[src/rtl/carfield_addr_rule_table.sv]
// carfield_addr_rule_table
//
// Runtime-programmable address decode table. The table holds NumRules
// [start, end) -> index rules. Software writes a shadow copy over a 32-bit
// register port. A COMMIT copies the shadow set into the active set in a single
// cycle. Lookups against the active set go through a one-stage valid/ready
// pipeline. A sticky LOCK freezes the rules and the CTRL register until reset.
//
// Optional feature macro: CARFIELD_ADDR_RULE_MISS_LOG_EN
//   defined   -> MISS_CNT / MISS_ADDR_LO / MISS_ADDR_HI are implemented
//   undefined -> those offsets read 0 and ignore writes, with no error
//
// Ports
//   clk_i, rst_ni                   clock, asynchronous active-low reset
//   cfg_valid_i/write_i/addr_i/     register access; the response is combinational
//   wdata_i, cfg_ready_o (const 1), in the same cycle as the request
//   cfg_rdata_o, cfg_error_o
//   dec_valid_i, dec_addr_i,        lookup request
//   dec_ready_o
//   res_valid_o, res_ready_i,       registered lookup result
//   res_idx_o, res_hit_o
module carfield_addr_rule_table #(
   parameter int unsigned NumRules   = 8,
   parameter int unsigned NumSlv     = 8,
   parameter int unsigned AddrWidth  = 48,
   parameter int unsigned DefaultIdx = 0,
   parameter logic [NumRules-1:0][AddrWidth-1:0] RstStart = '0,
   parameter logic [NumRules-1:0][AddrWidth-1:0] RstEnd   = '0,
   parameter logic [NumRules-1:0][31:0]          RstIdx   = '0,
   parameter logic [NumRules-1:0]                RstEn    = '0
) (
   input  logic                 clk_i,
   input  logic                 rst_ni,
   input  logic                 cfg_valid_i,
   input  logic                 cfg_write_i,
   input  logic [10:0]          cfg_addr_i,
   input  logic [31:0]          cfg_wdata_i,
   output logic                 cfg_ready_o,
   output logic [31:0]          cfg_rdata_o,
   output logic                 cfg_error_o,
   input  logic                 dec_valid_i,
   input  logic [AddrWidth-1:0] dec_addr_i,
   output logic                 dec_ready_o,
   output logic                 res_valid_o,
   input  logic                 res_ready_i,
   output logic [((NumSlv > 1) ? $clog2(NumSlv) : 1)-1:0] res_idx_o,
   output logic                 res_hit_o
);

   localparam int unsigned IdxW = (NumSlv > 1) ? $clog2(NumSlv) : 1;
   localparam int unsigned HiW  = AddrWidth - 32;

   localparam logic [2:0] FldStartLo = 3'd0;
   localparam logic [2:0] FldStartHi = 3'd1;
   localparam logic [2:0] FldEndLo   = 3'd2;
   localparam logic [2:0] FldEndHi   = 3'd3;
   localparam logic [2:0] FldIdx     = 3'd4;

   typedef enum logic [0:0] {StIdle, StPending} commit_state_e;

   // ---------------------------------------------------------------------------
   // State
   // ---------------------------------------------------------------------------
   logic [AddrWidth-1:0] sh_start  [NumRules];
   logic [AddrWidth-1:0] sh_end    [NumRules];
   logic [IdxW-1:0]      sh_idx    [NumRules];
   logic                 sh_en     [NumRules];
   logic [AddrWidth-1:0] act_start [NumRules];
   logic [AddrWidth-1:0] act_end   [NumRules];
   logic [IdxW-1:0]      act_idx   [NumRules];
   logic                 act_en    [NumRules];

   commit_state_e state;
   logic          locked;
   logic          pending;

   logic            res_valid;
   logic [IdxW-1:0] res_idx;
   logic            res_hit;

   // ---------------------------------------------------------------------------
   // Register address decode
   // ---------------------------------------------------------------------------
   logic       in_rules;
   logic [3:0] rule_sel;
   logic [2:0] field;
   logic       rule_ok;
   logic       is_ctrl, is_status, is_miss_cnt, is_miss_lo, is_miss_hi;
   logic       mapped;
   logic       wr;
   logic       rule_we;
   logic       ctrl_we;
   logic       miss_clr;
   logic       unused_cfg_addr;

   assign unused_cfg_addr = ^cfg_addr_i[1:0];

   assign in_rules    = (cfg_addr_i[10:9] == 2'b00);
   assign rule_sel    = cfg_addr_i[8:5];
   assign field       = cfg_addr_i[4:2];
   assign rule_ok     = in_rules && (32'(rule_sel) < NumRules) && (field <= FldIdx);
   assign is_ctrl     = (cfg_addr_i[10:2] == 9'h080);
   assign is_status   = (cfg_addr_i[10:2] == 9'h081);
   assign is_miss_cnt = (cfg_addr_i[10:2] == 9'h082);
   assign is_miss_lo  = (cfg_addr_i[10:2] == 9'h083);
   assign is_miss_hi  = (cfg_addr_i[10:2] == 9'h084);
   assign mapped      = rule_ok | is_ctrl | is_status | is_miss_cnt | is_miss_lo | is_miss_hi;

   assign wr       = cfg_valid_i & cfg_write_i;
   assign rule_we  = wr & rule_ok & ~locked & ~pending;
   assign ctrl_we  = wr & is_ctrl & ~locked;
   assign miss_clr = wr & is_miss_cnt;

   assign cfg_ready_o = 1'b1;
   assign cfg_error_o = cfg_valid_i & (~mapped
                                      | (wr & rule_ok & (locked | pending))
                                      | (wr & is_ctrl & locked));

   // ---------------------------------------------------------------------------
   // Lookup (combinational over the active set; the lowest rule index wins)
   // ---------------------------------------------------------------------------
   logic            lk_hit;
   logic [IdxW-1:0] lk_idx;

   always_comb begin
      lk_hit = 1'b0;
      lk_idx = IdxW'(DefaultIdx);
      for (int i = 0; i < int'(NumRules); i++) begin
         if (!lk_hit && act_en[i] && (act_start[i] <= dec_addr_i)
             && (dec_addr_i < act_end[i])) begin
            lk_hit = 1'b1;
            lk_idx = act_idx[i];
         end
      end
   end

   // ---------------------------------------------------------------------------
   // Decode pipeline
   // ---------------------------------------------------------------------------
   logic res_free;
   logic dec_fire;
   logic commit_fire;

   assign res_free    = ~res_valid | res_ready_i;
   assign dec_ready_o = ~pending & res_free;
   assign dec_fire    = dec_valid_i & dec_ready_o;
   // The swap waits for the result stage, so any result still in flight keeps
   // reflecting the set it was decoded with.
   assign commit_fire = pending & res_free;

   always_ff @(posedge clk_i or negedge rst_ni) begin
      if (!rst_ni) begin
         res_valid <= 1'b0;
         res_idx   <= '0;
         res_hit   <= 1'b0;
      end else if (dec_fire) begin
         res_valid <= 1'b1;
         res_idx   <= lk_idx;
         res_hit   <= lk_hit;
      end else if (res_ready_i) begin
         res_valid <= 1'b0;
      end
   end

   assign res_valid_o = res_valid;
   assign res_idx_o   = res_idx;
   assign res_hit_o   = res_hit;

   // ---------------------------------------------------------------------------
   // Commit state machine and sticky lock
   // ---------------------------------------------------------------------------
   always_ff @(posedge clk_i or negedge rst_ni) begin
      if (!rst_ni) begin
         state  <= StIdle;
         locked <= 1'b0;
      end else begin
         unique case (state)
            StIdle:    if (ctrl_we && cfg_wdata_i[0]) state <= StPending;
            StPending: if (res_free) state <= StIdle;
            default:   state <= StIdle;
         endcase
         // The lock is set on the same edge the commit is requested, and the
         // pending commit still completes afterwards.
         if (ctrl_we && cfg_wdata_i[1]) locked <= 1'b1;
      end
   end

   assign pending = (state == StPending);

   // ---------------------------------------------------------------------------
   // Shadow and active rule sets
   // ---------------------------------------------------------------------------
   always_ff @(posedge clk_i or negedge rst_ni) begin
      if (!rst_ni) begin
         for (int i = 0; i < int'(NumRules); i++) begin
            sh_start[i]  <= RstStart[i];
            sh_end[i]    <= RstEnd[i];
            sh_idx[i]    <= RstIdx[i][IdxW-1:0];
            sh_en[i]     <= RstEn[i];
            act_start[i] <= RstStart[i];
            act_end[i]   <= RstEnd[i];
            act_idx[i]   <= RstIdx[i][IdxW-1:0];
            act_en[i]    <= RstEn[i];
         end
      end else begin
         for (int i = 0; i < int'(NumRules); i++) begin
            if (rule_we && (rule_sel == 4'(i))) begin
               case (field)
                  FldStartLo: sh_start[i][31:0]          <= cfg_wdata_i;
                  FldStartHi: sh_start[i][AddrWidth-1:32] <= cfg_wdata_i[HiW-1:0];
                  FldEndLo:   sh_end[i][31:0]            <= cfg_wdata_i;
                  FldEndHi:   sh_end[i][AddrWidth-1:32]   <= cfg_wdata_i[HiW-1:0];
                  FldIdx: begin
                     sh_idx[i] <= cfg_wdata_i[IdxW-1:0];
                     sh_en[i]  <= cfg_wdata_i[31];
                  end
                  default: ;
               endcase
            end
            // Rule writes are refused while pending, so the copy never races them.
            if (commit_fire) begin
               act_start[i] <= sh_start[i];
               act_end[i]   <= sh_end[i];
               act_idx[i]   <= sh_idx[i];
               act_en[i]    <= sh_en[i];
            end
         end
      end
   end

   // ---------------------------------------------------------------------------
   // Miss logging
   // ---------------------------------------------------------------------------
   logic [31:0] miss_cnt_rd;
   logic [31:0] miss_lo_rd;
   logic [31:0] miss_hi_rd;

`ifdef CARFIELD_ADDR_RULE_MISS_LOG_EN
   logic [31:0]          miss_cnt;
   logic [AddrWidth-1:0] miss_addr;

   always_ff @(posedge clk_i or negedge rst_ni) begin
      if (!rst_ni) begin
         miss_cnt  <= '0;
         miss_addr <= '0;
      end else begin
         // A clear beats a miss counted on the same edge.
         if (miss_clr) begin
            miss_cnt <= '0;
         end else if (dec_fire && !lk_hit && (miss_cnt != 32'hFFFF_FFFF)) begin
            miss_cnt <= miss_cnt + 32'd1;
         end
         if (dec_fire && !lk_hit) miss_addr <= dec_addr_i;
      end
   end

   assign miss_cnt_rd = miss_cnt;
   assign miss_lo_rd  = miss_addr[31:0];
   assign miss_hi_rd  = 32'(miss_addr[AddrWidth-1:32]);
`else
   logic unused_miss_clr;
   assign unused_miss_clr = miss_clr;
   assign miss_cnt_rd     = '0;
   assign miss_lo_rd      = '0;
   assign miss_hi_rd      = '0;
`endif

   // ---------------------------------------------------------------------------
   // Read data mux (CTRL bits are write-only and read back as 0)
   // ---------------------------------------------------------------------------
   always_comb begin
      cfg_rdata_o = '0;
      for (int i = 0; i < int'(NumRules); i++) begin
         if (rule_ok && (rule_sel == 4'(i))) begin
            case (field)
               FldStartLo: cfg_rdata_o = sh_start[i][31:0];
               FldStartHi: cfg_rdata_o = 32'(sh_start[i][AddrWidth-1:32]);
               FldEndLo:   cfg_rdata_o = sh_end[i][31:0];
               FldEndHi:   cfg_rdata_o = 32'(sh_end[i][AddrWidth-1:32]);
               FldIdx: begin
                  cfg_rdata_o     = 32'(sh_idx[i]);
                  cfg_rdata_o[31] = sh_en[i];
               end
               default: ;
            endcase
         end
      end
      if (is_status)   cfg_rdata_o = {30'd0, locked, pending};
      if (is_miss_cnt) cfg_rdata_o = miss_cnt_rd;
      if (is_miss_lo)  cfg_rdata_o = miss_lo_rd;
      if (is_miss_hi)  cfg_rdata_o = miss_hi_rd;
   end

endmodule

[config.mk]
export PLATFORM = sky130hd
export DESIGN_NAME = carfield_addr_rule_table
export DESIGN_NICKNAME = d
export VERILOG_FILES = /design/src/rtl/carfield_addr_rule_table.sv
export SDC_FILE = /design/constraint.sdc
export NUM_CORES = 2
export LEC_CHECK = 0
export ABC_AREA = 1
export CORE_ASPECT_RATIO = 1.1
export CORE_MARGIN = 10
export CORE_UTILIZATION = 65
export CTS_CLUSTER_SIZE = 8
export DETAILED_ROUTE_END_ITERATION = 8
export DONT_BUFFER_PORTS = 1
export PLACE_DENSITY = 0.88
export RECOVER_POWER = 25
export SLEW_MARGIN = 20
export SYNTH_ARGS = -nofsm -noshare
export SYNTH_HDL_FRONTEND = slang
export SYNTH_SLANG_ARGS = --single-unit
[constraint.sdc]
create_clock -name clk_i -period 4.1 [get_ports clk_i]
set_input_delay 1.23 -clock clk_i [delete_from_list [all_inputs] [get_ports clk_i]]
set_output_delay 1.23 -clock clk_i [all_outputs]
set_load 0.05 [all_outputs]
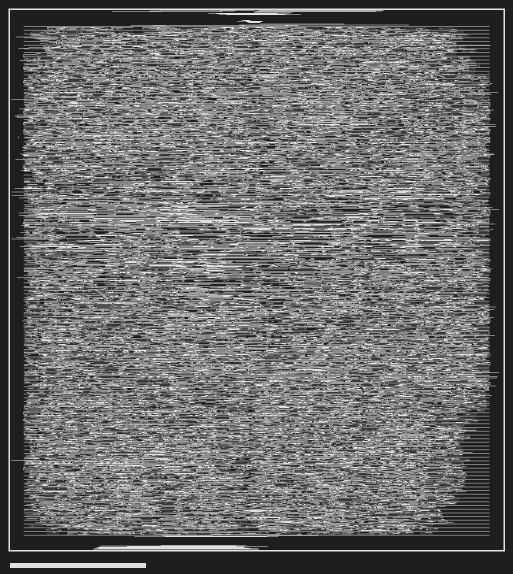
**Above:** M1 wires.
Scale bar: 100 um. Supply wires on this layer in gray. Cells faint in the background.
main direction: horizontal
wire length on this layer: 114 mm

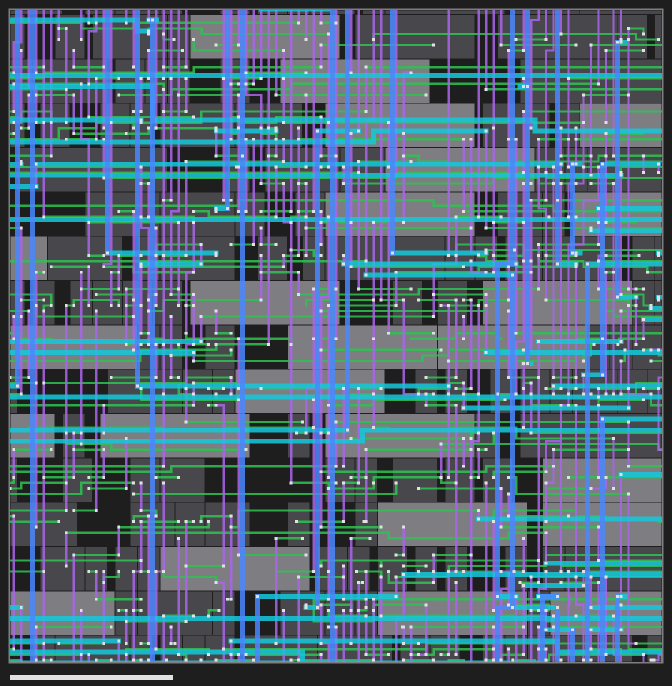
**Above:** a small window of the routed layout.
Scale bar: 10 um. Window x 161 to 201, y 99 to 139 um. Cells in gray, sequential cells in the stronger gray; small squares are vias.
legend:
  M3:
    color: cyan
  M4:
    color: blue
  M2:
    color: purple
  M1:
    color: green
sequential cells in the window: 22
most frequent: nand2_1 (30), o21ai_0 (25), dfrtp_1 (22)
netlist names of flops here include: act_start (8), sh_start (6), act_end (4)
cells with their middle in the window: 144

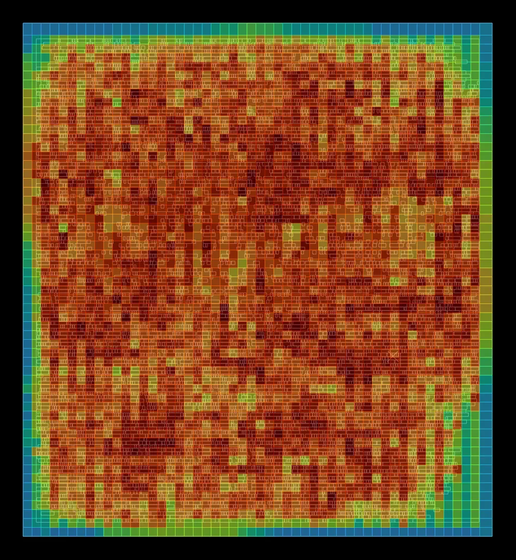
**Above:** track usage over the die.
DR WL/cell: 28.9 um
GRT busiest layer: met2
met2 Resource Use GR: 68.2%

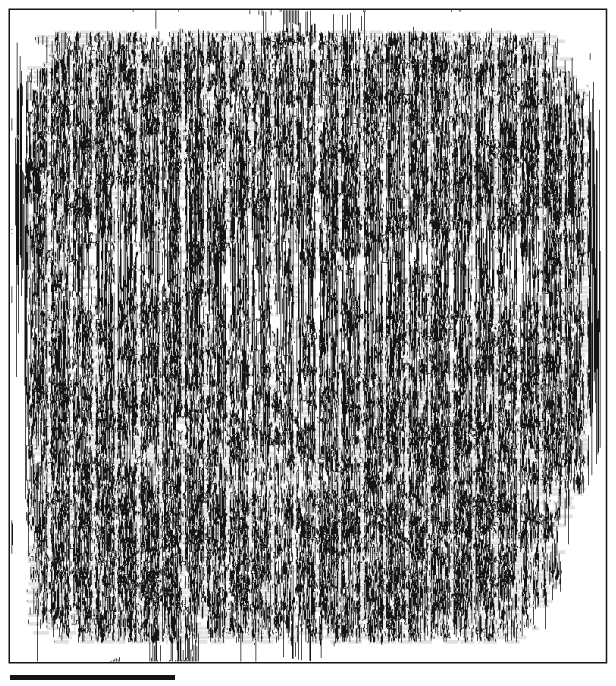
**Above:** M2 wires.
Scale bar: 100 um. Cells faint in the background.
nets with wire on the layer: 9,400
share of all routed wire: 42%
main direction: vertical
longest straight run: 191 um

==> out/qor.yml <==
tritoncts: "built"
logic_area_sq_mm: 0.0370
comb_area_share_pct: 38.1
violations: "design-rule violations, max-capacitance violations, max-slew violations, negative setup slack"
drv_cap: 3
power_mw: 34.5
viasPerCell: 6.57
skew_ps: 48.7
rsz0062_at_grt: "true"
synth_seq_share_pct: 48.2
fp_nets: 10792
place.gp.congestion: 1.10
buffer_area_share_pct: 6.72
final.setup.worst_slack_ps: -678
numClockSinks: 1607
syn_to_final_growth_pct: 16.5
r2r_end: "act_start[258]$_DFFE_PN0P_"
io_pins: 137
synth_async_sr_flop_share_pct: 100
worstPathRequired_ps: 2870
remaining_drc_errors: 1
crit_path_end: "cfg_rdata_o[1]"
powerDensity_mw_per_mm2: 355
crit_family: "AND-OR/OR-AND gates"
startpoint_type: "input pin"
path_max_fanout: 5
yosysTopAreaCell: "dfrtp_1"
htreeDepth: 4
ys_ff: 1607
post-cts-setup-buffers: 10
cp_cell_sequence: "nor3_4 -> and2_4 -> buf_12 -> buf_4 -> nand2_2 -> buf_6 -> o21ai_0 -> o22ai_2 -> o211ai_1 -> o41ai_4 -> a21oi_4 -> buf_12"
seq_cells: 1607
synthCells: 9935
status: "finished, violations left"
maxSlewHeadroom_pct: -63.8
nonClockInverterCount: 1433
ys_types: 52
slew_viol_final: 274
setup_viol: 201
dp_slack_ps: -976
n_all_buffers: 607
## flip-flops by register name, summed over array words and instances, names as in the netlist
name         count
sh_end         384
pending          1
act_idx         24
act_en           8
res_hit_o        1
act_end        384
sh_idx          24
locked           1
sh_en            8
res_idx_o        3
sh_start       384
act_start      384
res_valid_o      1
## cell families after synthesis
kind of cell	count (synthesis)	synth area share, %
other	1	0.00450
flip-flops	1607	48.2
AND/OR/NAND/NOR	2830	13.5
AND-OR/OR-AND	2772	17.9
multiplexers	3	0.0405
buffers and inverters	1962	8.95
adder cells (fa/ha/maj)	760	11.4
## power by group
part / leakage [nW] / internal, mW / total (mW) / switching, mW
logic: 26.4 / 0.735 / 2.17 / 1.44
clock network: 2.85 / 9.48 / 16.4 / 6.94
registers: 18.4 / 15.9 / 15.9 / 0.0146
Power figures rest on the tool's default switching activity, not on a simulated workload.
